$ cat src/rtl/cache_mem_responder.sv
// Memory-side responder for the caches_if protocol: arbitrates icache/dcache word
// requests onto a single RAM port, dcache first, with a starvation bound for icache.
module cache_mem_responder #(
    parameter int ADDR_W     = 32,
    parameter int DATA_W     = 32,
    parameter int STARVE_MAX = 4
) (
    input  logic              CLK,
    input  logic              RST,
    input  logic              iREN,
    input  logic [ADDR_W-1:0] iaddr,
    output logic              iwait,
    output logic [DATA_W-1:0] iload,
    input  logic              dREN,
    input  logic              dWEN,
    input  logic [ADDR_W-1:0] daddr,
    input  logic [DATA_W-1:0] dstore,
    output logic              dwait,
    output logic [DATA_W-1:0] dload,
    output logic              ramREN,
    output logic              ramWEN,
    output logic [ADDR_W-1:0] ramaddr,
    output logic [DATA_W-1:0] ramstore,
    input  logic [DATA_W-1:0] ramload,
    input  logic [1:0]        ramstate
);

    localparam int CNT_W = $clog2(STARVE_MAX + 1);
    localparam logic [CNT_W-1:0] STARVE_LIM = CNT_W'(STARVE_MAX);
    localparam logic [1:0] RAM_ACCESS = 2'd2;
    localparam logic [1:0] RAM_ERROR  = 2'd3;

    typedef enum logic [2:0] {
        IDLE,
        DREAD,
        DWRITE,
        IREAD,
        RETRY
    } state_t;

    state_t           state;
    state_t           state_next;
    state_t           retry_state;
    state_t           retry_next;
    logic [CNT_W-1:0] starve_cnt;
    logic [CNT_W-1:0] starve_next;
    logic             d_done;
    logic             i_done;

    always_ff @(posedge CLK or posedge RST) begin
        if (RST) begin
            state       <= IDLE;
            retry_state <= IDLE;
            starve_cnt  <= '0;
        end else begin
            state       <= state_next;
            retry_state <= retry_next;
            starve_cnt  <= starve_next;
        end
    end

    // Outputs are decoded from the registered grant, so a reset forces them idle at once.
    always_comb begin
        state_next = state;
        retry_next = retry_state;
        iwait      = 1'b1;
        dwait      = 1'b1;
        iload      = '0;
        dload      = '0;
        ramREN     = 1'b0;
        ramWEN     = 1'b0;
        ramaddr    = '0;
        ramstore   = '0;
        d_done     = 1'b0;
        i_done     = 1'b0;
        case (state)
            IDLE: begin
                if (iREN && starve_cnt == STARVE_LIM) state_next = IREAD;
                else if (dWEN)                        state_next = DWRITE;
                else if (dREN)                        state_next = DREAD;
                else if (iREN)                        state_next = IREAD;
            end
            DREAD: begin
                if (!dREN) begin
                    state_next = IDLE;
                end else begin
                    ramREN  = 1'b1;
                    ramaddr = daddr;
                    if (ramstate == RAM_ACCESS) begin
                        dwait      = 1'b0;
                        dload      = ramload;
                        d_done     = 1'b1;
                        state_next = IDLE;
                    end else if (ramstate == RAM_ERROR) begin
                        retry_next = DREAD;
                        state_next = RETRY;
                    end
                end
            end
            DWRITE: begin
                if (!dWEN) begin
                    state_next = IDLE;
                end else begin
                    ramWEN   = 1'b1;
                    ramaddr  = daddr;
                    ramstore = dstore;
                    if (ramstate == RAM_ACCESS) begin
                        dwait      = 1'b0;
                        d_done     = 1'b1;
                        state_next = IDLE;
                    end else if (ramstate == RAM_ERROR) begin
                        retry_next = DWRITE;
                        state_next = RETRY;
                    end
                end
            end
            IREAD: begin
                if (!iREN) begin
                    state_next = IDLE;
                end else begin
                    ramREN  = 1'b1;
                    ramaddr = iaddr;
                    if (ramstate == RAM_ACCESS) begin
                        iwait      = 1'b0;
                        iload      = ramload;
                        i_done     = 1'b1;
                        state_next = IDLE;
                    end else if (ramstate == RAM_ERROR) begin
                        retry_next = IREAD;
                        state_next = RETRY;
                    end
                end
            end
            RETRY: begin
                state_next = retry_state;
            end
            default: begin
                state_next = IDLE;
            end
        endcase
    end

    // Counts dcache wins while icache waits; any icache idle cycle or win resets it.
    always_comb begin
        starve_next = starve_cnt;
        if (!iREN || i_done) begin
            starve_next = '0;
        end else if (d_done && starve_cnt != STARVE_LIM) begin
            starve_next = starve_cnt + 1'b1;
        end
    end

endmodule

$ cat config.mk
export PLATFORM = sky130hd
export DESIGN_NAME = cache_mem_responder
export DESIGN_NICKNAME = d
export VERILOG_FILES = /design/src/rtl/cache_mem_responder.sv
export SDC_FILE = /design/constraint.sdc
export NUM_CORES = 1
export LEC_CHECK = 0
export ABC_CLOCK_PERIOD_IN_PS = 2000
export CORE_AREA = 2 2 104 106
export DETAILED_ROUTE_END_ITERATION = 7
export DIE_AREA = 0 0 106 108
export MAX_ROUTING_LAYER = met4
export PLACE_DENSITY = 0.66
export SLEW_MARGIN = 40
export SYNTH_ARGS = -nofsm -noshare
export SYNTH_HDL_FRONTEND = slang
export SYNTH_SLANG_ARGS = --single-unit
$ cat constraint.sdc
create_clock -name CLK -period 2 [get_ports CLK]
set_input_delay 0.6 -clock CLK [delete_from_list [all_inputs] [get_ports CLK]]
set_output_delay 0.6 -clock CLK [all_outputs]
set_load 0.005 [all_outputs]
==> impl_metrics.env, run 1 <==
# flow metrics
export IMPL_run_status="finished, violations left"
export IMPL_violations="setup timing"
export IMPL_ys_seq_share_pct=12.4
export IMPL_layout_area_seq_sq_um=200
export IMPL_p_per_area_nw_per_um2=602
export IMPL_top_area_share_pct=37.3
export IMPL_top_usage_layer="met2"
export IMPL_setup_tns_ps=-44720
export IMPL_cts_sinks=8
export IMPL_powerComb_mw=2.93
export IMPL_synth_edff_count=0
export IMPL_holdPathEnd="retry_state[1]$_DFFE_PP0P_"
export IMPL_syn_area_sq_um=1610
export IMPL_comb_cells=176
export IMPL_seq_share_pct=3.57
export IMPL_numPortBuffers=266
export IMPL_cts_resized=658
export IMPL_core_sq_um=10200
export IMPL_min_delay_start="retry_state[1]$_DFFE_PP0P_"
export IMPL_async_reset_ff_share_pct=100
export IMPL_finalSetupViolations=131
export IMPL_p_sw_mw=1.17
export IMPL_comb_area_sq_um=1550
export IMPL_ys_area_sq_um=1610
export IMPL_placed_cell_area_sq_um=4590
export IMPL_critPathMostFrequentCell="buf_6"
export IMPL_die_w_um=106
export IMPL_critical_path_arrival_ps=1840
export IMPL_fin_ws_ps=-438
export IMPL_whs_path_depth=1
export IMPL_critical_path_top_delay_family="simple AND/OR/NAND/NOR gates"
export IMPL_synth_area_top_cells="and2_1 37%, a22o_1 17%, dfrtp_1 12%"
export IMPL_p_leak_nw=2.63
export IMPL_instances_no_fill=680
export IMPL_syn_nets=351
export IMPL_largestRegisters="starve_cnt (3), state (3), retry_state (2)"
export IMPL_synth_cells=214
export IMPL_grt_overflow_total=0
export IMPL_crit_chain="buf_6 > or3b_4 > nor2_4 > buf_6 > buf_6 > buf_16 > and2_1 > buf_2"
export IMPL_die_height_um=108
export IMPL_firstDrtPassIters=4
export IMPL_antenna_left=0
export IMPL_ys_cells=214
export IMPL_largest_class="non-clock buffers"
export IMPL_clkTransAtPathRegs_ps=50
export IMPL_warnings=30
export IMPL_cp_depth=8
export IMPL_largest_area_cell="and2_1"
export IMPL_start_kind="register"
export IMPL_fmax_mhz=410
export IMPL_drt_initial_drc_count=84
export IMPL_cpPeakStageDelay_ps=410
export IMPL_htreeDepth=1
export IMPL_worstPathRequired_ps=1400
export IMPL_switching_share_pct=34.6
export IMPL_vdd_ir_drop_max_v=0.000422
export IMPL_clock_latency_ps=230
export IMPL_finalInstanceArea_sq_um=5610
export IMPL_maxCapViolCount=0
export IMPL_yosysWarnings=0
export IMPL_grt_antenna_before_repair=1
export IMPL_reg2reg_depth=7
export IMPL_hp_class="register to register"
export IMPL_area_growth_pct=248
export IMPL_tightest_slew_ps=460
export IMPL_critPathKind="register to primary output"
export IMPL_lay_top_count="buf_6"
export IMPL_powerClk_mw=0.198
export IMPL_ys_sh_aoi_pct=28.6
export IMPL_p_int_mw=2.21
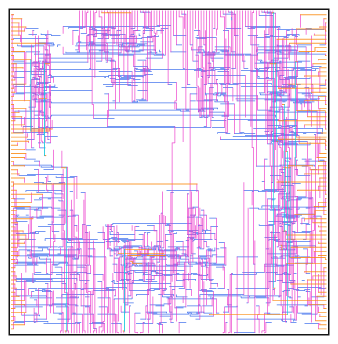
Fig. 1. Signal wires by layer (run 1).
Drawn at 3 px/um.
legend:
  magenta:
    layer: met2
    wire_length: 6710 um
  orange:
    layer: met3
    wire_length: 850 um
  blue:
    layer: met1
    wire_length: 4190 um
  cyan:
    layer: met4
    wire_length: 415 um

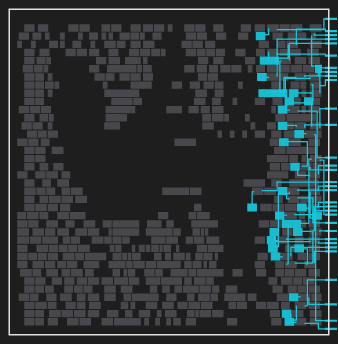
Fig. 2. I/O nets highlighted (run 1).
Drawn at 3 px/um.
legend:
  cyan:
    port: iload
    bits: 32
    direction: output
    edge: right
    end_cells: 32
    buffers: 32
    wire: 691 um

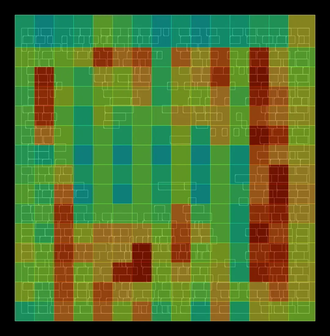
Fig. 3. Routing congestion (run 1).
GR met2 Demand/Resource: 39.7%
routed length per instance: 17.9 um
Tot GR Track Use: 19.6%

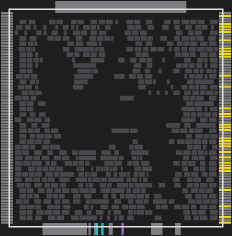
Fig. 4. I/O pins on the die edge (run 1).
Drawn at 2 px/um. Pins as bars across the die edge, other pins in gray.
legend:
  yellow:
    port: iload
    pins: 32
    direction: output
    edge: right
  purple:
    port: RST
    pins: 1
    direction: input
    edge: bottom
  cyan:
    port: ramstate
    pins: 2
    direction: input
    edge: bottom
all pins by edge: 78 left, 78 right, 71 top, 40 bottom

==> inputs of run 2 (changes only) <==
--- a/config.mk
+++ b/config.mk
@@ -6,11 +6,13 @@
 export NUM_CORES = 1
 export LEC_CHECK = 0
 export ABC_CLOCK_PERIOD_IN_PS = 2000
-export CORE_AREA = 2 2 104 106
+export CELL_PAD_IN_SITES_DETAIL_PLACEMENT = 1
+export CELL_PAD_IN_SITES_GLOBAL_PLACEMENT = 1
+export CORE_UTILIZATION = 11
 export DETAILED_ROUTE_END_ITERATION = 7
-export DIE_AREA = 0 0 106 108
 export MAX_ROUTING_LAYER = met4
-export PLACE_DENSITY = 0.66
+export PLACE_DENSITY = 0.78
+export SETUP_SLACK_MARGIN = 0.02
 export SLEW_MARGIN = 40
 export SYNTH_ARGS = -nofsm -noshare
 export SYNTH_HDL_FRONTEND = slang
==> run 2 against run 1 <==
Against the previous run: clock power rose by about 80%; largest cell class unchanged; critical endpoint is now dload[11]; cell area rose by 0.51%; die size rose by 32%; the run still ends with setup timing left.
==> impl_metrics.env, run 2 <==
# flow metrics
export IMPL_firstDrtPassIters=4
export IMPL_ys_cells=214
export IMPL_finalSetupViolations=131
export IMPL_fin_ws_ps=-507
export IMPL_antenna_left=0
export IMPL_drt_initial_drc_count=51
export IMPL_warnings=30
export IMPL_reg2reg_depth=7
export IMPL_powerClk_mw=0.356
export IMPL_grt_antenna_before_repair=0
export IMPL_die_height_um=123
export IMPL_numPortBuffers=266
export IMPL_grt_usage_pct=17.3
export IMPL_cts_resized=684
export IMPL_comb_area_sq_um=1530
export IMPL_die_w_um=123
export IMPL_ys_seq_share_pct=12.4
export IMPL_largestRegisters="starve_cnt (3), state (3), retry_state (2)"
export IMPL_min_delay_start="retry_state[1]$_DFFE_PP0P_"
export IMPL_p_int_mw=2.26
export IMPL_yosysWarnings=0
export IMPL_finalInstanceArea_sq_um=5640
export IMPL_placed_cell_area_sq_um=4630
export IMPL_syn_nets=351
export IMPL_worstPathRequired_ps=1400
export IMPL_synth_cells=214
export IMPL_largest_class="non-clock buffers"
export IMPL_comb_cells=176
export IMPL_instances_no_fill=722
export IMPL_p_leak_nw=2.63
export IMPL_seq_share_pct=3.57
export IMPL_vdd_ir_drop_max_v=0.000364
export IMPL_fmax_mhz=399
export IMPL_cpPeakStageDelay_ps=410
export IMPL_synth_area_top_cells="and2_1 37%, a22o_1 17%, dfrtp_1 12%"
export IMPL_critical_path_arrival_ps=1910
export IMPL_crit_chain="buf_6 > or3b_4 > nor2_4 > buf_12 > buf_16 > buf_12 > and2_4 > buf_6"
export IMPL_critPathKind="register to primary output"
export IMPL_tightest_slew_ps=332
export IMPL_clkTransAtPathRegs_ps=40
export IMPL_holdPathEnd="retry_state[1]$_DFFE_PP0P_"
export IMPL_top_area_share_pct=37.3
export IMPL_setup_tns_ps=-50700
export IMPL_top_usage_layer="met2"
export IMPL_lay_top_count="clkdlybuf4s50_1"
export IMPL_start_kind="register"
export IMPL_cts_sinks=8
export IMPL_synth_edff_count=0
export IMPL_async_reset_ff_share_pct=100
export IMPL_ys_sh_aoi_pct=28.6
export IMPL_layout_area_seq_sq_um=201
export IMPL_p_sw_mw=1.22
export IMPL_maxCapViolCount=0
export IMPL_core_sq_um=14100
export IMPL_syn_area_sq_um=1610
export IMPL_ys_area_sq_um=1610
export IMPL_violations="setup timing"
export IMPL_grt_overflow_total=0
export IMPL_run_status="finished, violations left"
export IMPL_clock_latency_ps=240
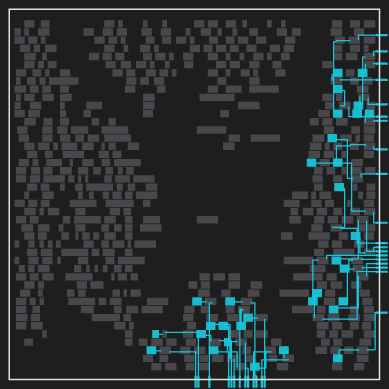
Fig. 5. I/O nets highlighted (run 2).
Drawn at 3 px/um.
legend:
  cyan:
    port: iload
    bits: 32
    direction: output
    edge: 19 right, 13 bottom
    end_cells: 32
    buffers: 32
    wire: 721 um

==> inputs of run 3 (changes only) <==
--- a/config.mk
+++ b/config.mk
@@ -6,9 +6,11 @@
 export NUM_CORES = 1
 export LEC_CHECK = 0
 export ABC_CLOCK_PERIOD_IN_PS = 2000
+export CAP_MARGIN = 40
 export CELL_PAD_IN_SITES_DETAIL_PLACEMENT = 1
 export CELL_PAD_IN_SITES_GLOBAL_PLACEMENT = 1
 export CORE_UTILIZATION = 11
+export CTS_CLUSTER_SIZE = 10
 export DETAILED_ROUTE_END_ITERATION = 7
 export MAX_ROUTING_LAYER = met4
 export PLACE_DENSITY = 0.78
==> run 3 against run 2 <==
Against the previous run: the flow still finishes with violations (setup timing); cell area did not move; worst hold slack did not move; largest cell class unchanged; flip-flop count stayed put; critical path depth unchanged; via count did not move; synthesized cell count did not move; critical path type unchanged; fmax is the same; clock skew stayed put; largest power group unchanged; critical endpoint unchanged; power is the same; final cell count unchanged; non-clock buffer count unchanged.
==> impl_metrics.env, run 3 <==
# flow metrics
export IMPL_cp_depth=8
export IMPL_switching_share_pct=35.0
export IMPL_cpPeakStageDelay_ps=410
export IMPL_firstDrtPassIters=4
export IMPL_grt_usage_pct=17.3
export IMPL_async_reset_ff_share_pct=100
export IMPL_setup_tns_ps=-50700
export IMPL_wl_met3_um=913
export IMPL_routedWlPerCell_um=18.7
export IMPL_critical_path_top_delay_family="simple AND/OR/NAND/NOR gates"
export IMPL_cts_resized=684
export IMPL_largestRegisters="starve_cnt (3), state (3), retry_state (2)"
export IMPL_grt_pass1_wl_mm=18.8
export IMPL_rsz0062_at_grt="yes"
export IMPL_p_sw_mw=1.22
export IMPL_layout_area_seq_sq_um=201
export IMPL_grt_pass1_vias=3242
export IMPL_synth_edff_count=0
export IMPL_powerSeq_mw=0.251
export IMPL_drive_gt1_share_pct=58.1
export IMPL_place_inst=661
export IMPL_hp_class="register to register"
export IMPL_p_leak_nw=2.63
export IMPL_endpoint="dload[11]"
export IMPL_wl_met2_mm=7.55
export IMPL_cts_tree="built"
export IMPL_instances_no_fill=722
export IMPL_fp_util_pct=11.4
export IMPL_reg2reg_depth=7
export IMPL_warnings=30
export IMPL_placementRows=43
export IMPL_synth_area_top_cells="and2_1 37%, a22o_1 17%, dfrtp_1 12%"
export IMPL_ys_cells=214
export IMPL_grt_max_degree=17
export IMPL_p_clk_share_pct=10.2
export IMPL_tightest_slew_ps=332
export IMPL_nClkBuffers=3
export IMPL_cts_root_buf="clkbuf_16"
export IMPL_cts_sinks=8
export IMPL_die_w_um=123
export IMPL_syn_area_sq_um=1610
export IMPL_powerComb_mw=2.87
export IMPL_critPathKind="register to primary output"
export IMPL_syn_nets=351
export IMPL_finalSetupViolations=131
export IMPL_post_place_ws_ps=-1110
export IMPL_combinationalPowerShare_pct=82.6
export IMPL_p_int_mw=2.26
export IMPL_whs_path_depth=1
export IMPL_comb_area_sq_um=1530
export IMPL_critical_path_arrival_ps=1910
export IMPL_m1WireLength_mm=4.75
export IMPL_finalNetCount=681
export IMPL_rrSetupSlack_ps=100
export IMPL_fin_ws_ps=-507
export IMPL_crit_start="state[2]$_DFFE_PP0P_"
export IMPL_numCtsBuffers=3
export IMPL_worstPathRequired_ps=1400
export IMPL_num_nonclk_inverters=10
export IMPL_antenna_left=0
export IMPL_htreeDepth=1
export IMPL_top_area_share_pct=37.3
export IMPL_die_height_um=123
export IMPL_met3_usage_pct=1.89
export IMPL_slowest_stage="or3b_4"
export IMPL_ys_area_sq_um=1610
export IMPL_largest_area_cell="and2_1"
export IMPL_grt_use_met1_pct=17.4
export IMPL_seq_share_pct=3.57
export IMPL_rr_startpoint="state[2]$_DFFE_PP0P_"
export IMPL_powerClk_mw=0.356
export IMPL_pwr_share_seq_pct=7.2
export IMPL_cts_setup_buffers=47
export IMPL_clkTransAtPathRegs_ps=40
export IMPL_layout_cells_most_common_list="129 x clkdlybuf4s50_1, 108 x buf_6, 82 x and2_4, 53 x buf_2, 31 x a22o_1"
export IMPL_finalInstanceArea_sq_um=5640
export IMPL_bufAreaShareNonClock_pct=63.2
export IMPL_run_status="finished, violations left"
export IMPL_ctsHoldBuffers=0
export IMPL_final_max_slew_violation_count=0
export IMPL_well_tap_count=180
export IMPL_comb_cells=176
export IMPL_ys_types=37
export IMPL_drt_initial_drc_count=51
export IMPL_cp_max_fo=7
export IMPL_grt_antenna_before_repair=0
export IMPL_violations="setup timing"
export IMPL_simple_gate_area_share_pct=45.3
export IMPL_ys_seq_share_pct=12.4
export IMPL_ys_sh_aoi_pct=28.6
export IMPL_maxCapViolCount=0
export IMPL_placed_cell_area_sq_um=4630
export IMPL_start_kind="register"
export IMPL_ys_sh_adder_pct=1.56
export IMPL_fmax_mhz=399
export IMPL_vdd_ir_drop_max_v=0.000364
export IMPL_pin_count=267
export IMPL_fin_skew_ps=2.17
export IMPL_top_logic_kind="simple AND/OR/NAND/NOR gates"
export IMPL_clock_latency_ps=240
export IMPL_min_delay_start="retry_state[1]$_DFFE_PP0P_"
export IMPL_top_cells_by_count="96 x and2_1, 32 x a22o_1, 10 x inv_1, 8 x dfrtp_1, 6 x clkbuf_2"
export IMPL_fin_crit_ps=2510
export IMPL_via_per_inst=4.20
export IMPL_ys_sh_xor_pct=0
export IMPL_period_used_pct=125
export IMPL_fillers=1564
export IMPL_mux_share_pct=3.11
export IMPL_largest_class="non-clock buffers"
export IMPL_lay_top_count="clkdlybuf4s50_1"
export IMPL_yosysWarnings=0
export IMPL_top_usage_layer="met2"
export IMPL_holdPathEnd="retry_state[1]$_DFFE_PP0P_"
export IMPL_core_sq_um=14100
export IMPL_synth_main_ff_cell="dfrtp_1"
export IMPL_cts_buffer_depth=2
export IMPL_crit_chain="buf_6 > or3b_4 > nor2_4 > buf_12 > buf_16 > buf_12 > and2_4 > buf_6"
export IMPL_met2_usage_pct=34.4
export IMPL_remaining_drc_errors=0
export IMPL_chipArea_sq_um=15100
export IMPL_area_growth_pct=250
export IMPL_num_antenna_cells=0
export IMPL_top_layer="met4"
export IMPL_crit_buf_inv=5
export IMPL_synth_area_per_cell_sq_um=7.52
export IMPL_grt_overflow_total=0
export IMPL_synth_cells=214
export IMPL_dp_hpwl_mm=8.57
export IMPL_place_congestion=0.824
export IMPL_power_mw=3.48
export IMPL_hold_violations=0
export IMPL_numPortBuffers=266
export IMPL_p_per_area_nw_per_um2=617
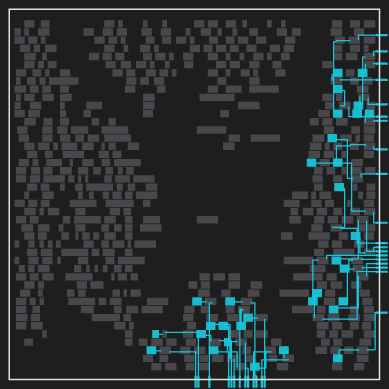
Fig. 6. I/O nets highlighted (run 3).
Drawn at 3 px/um.
legend:
  cyan:
    port: iload
    bits: 32
    direction: output
    edge: 19 right, 13 bottom
    end_cells: 32
    buffers: 32
    wire: 721 um

Power is estimated from default activity; no workload was simulated.
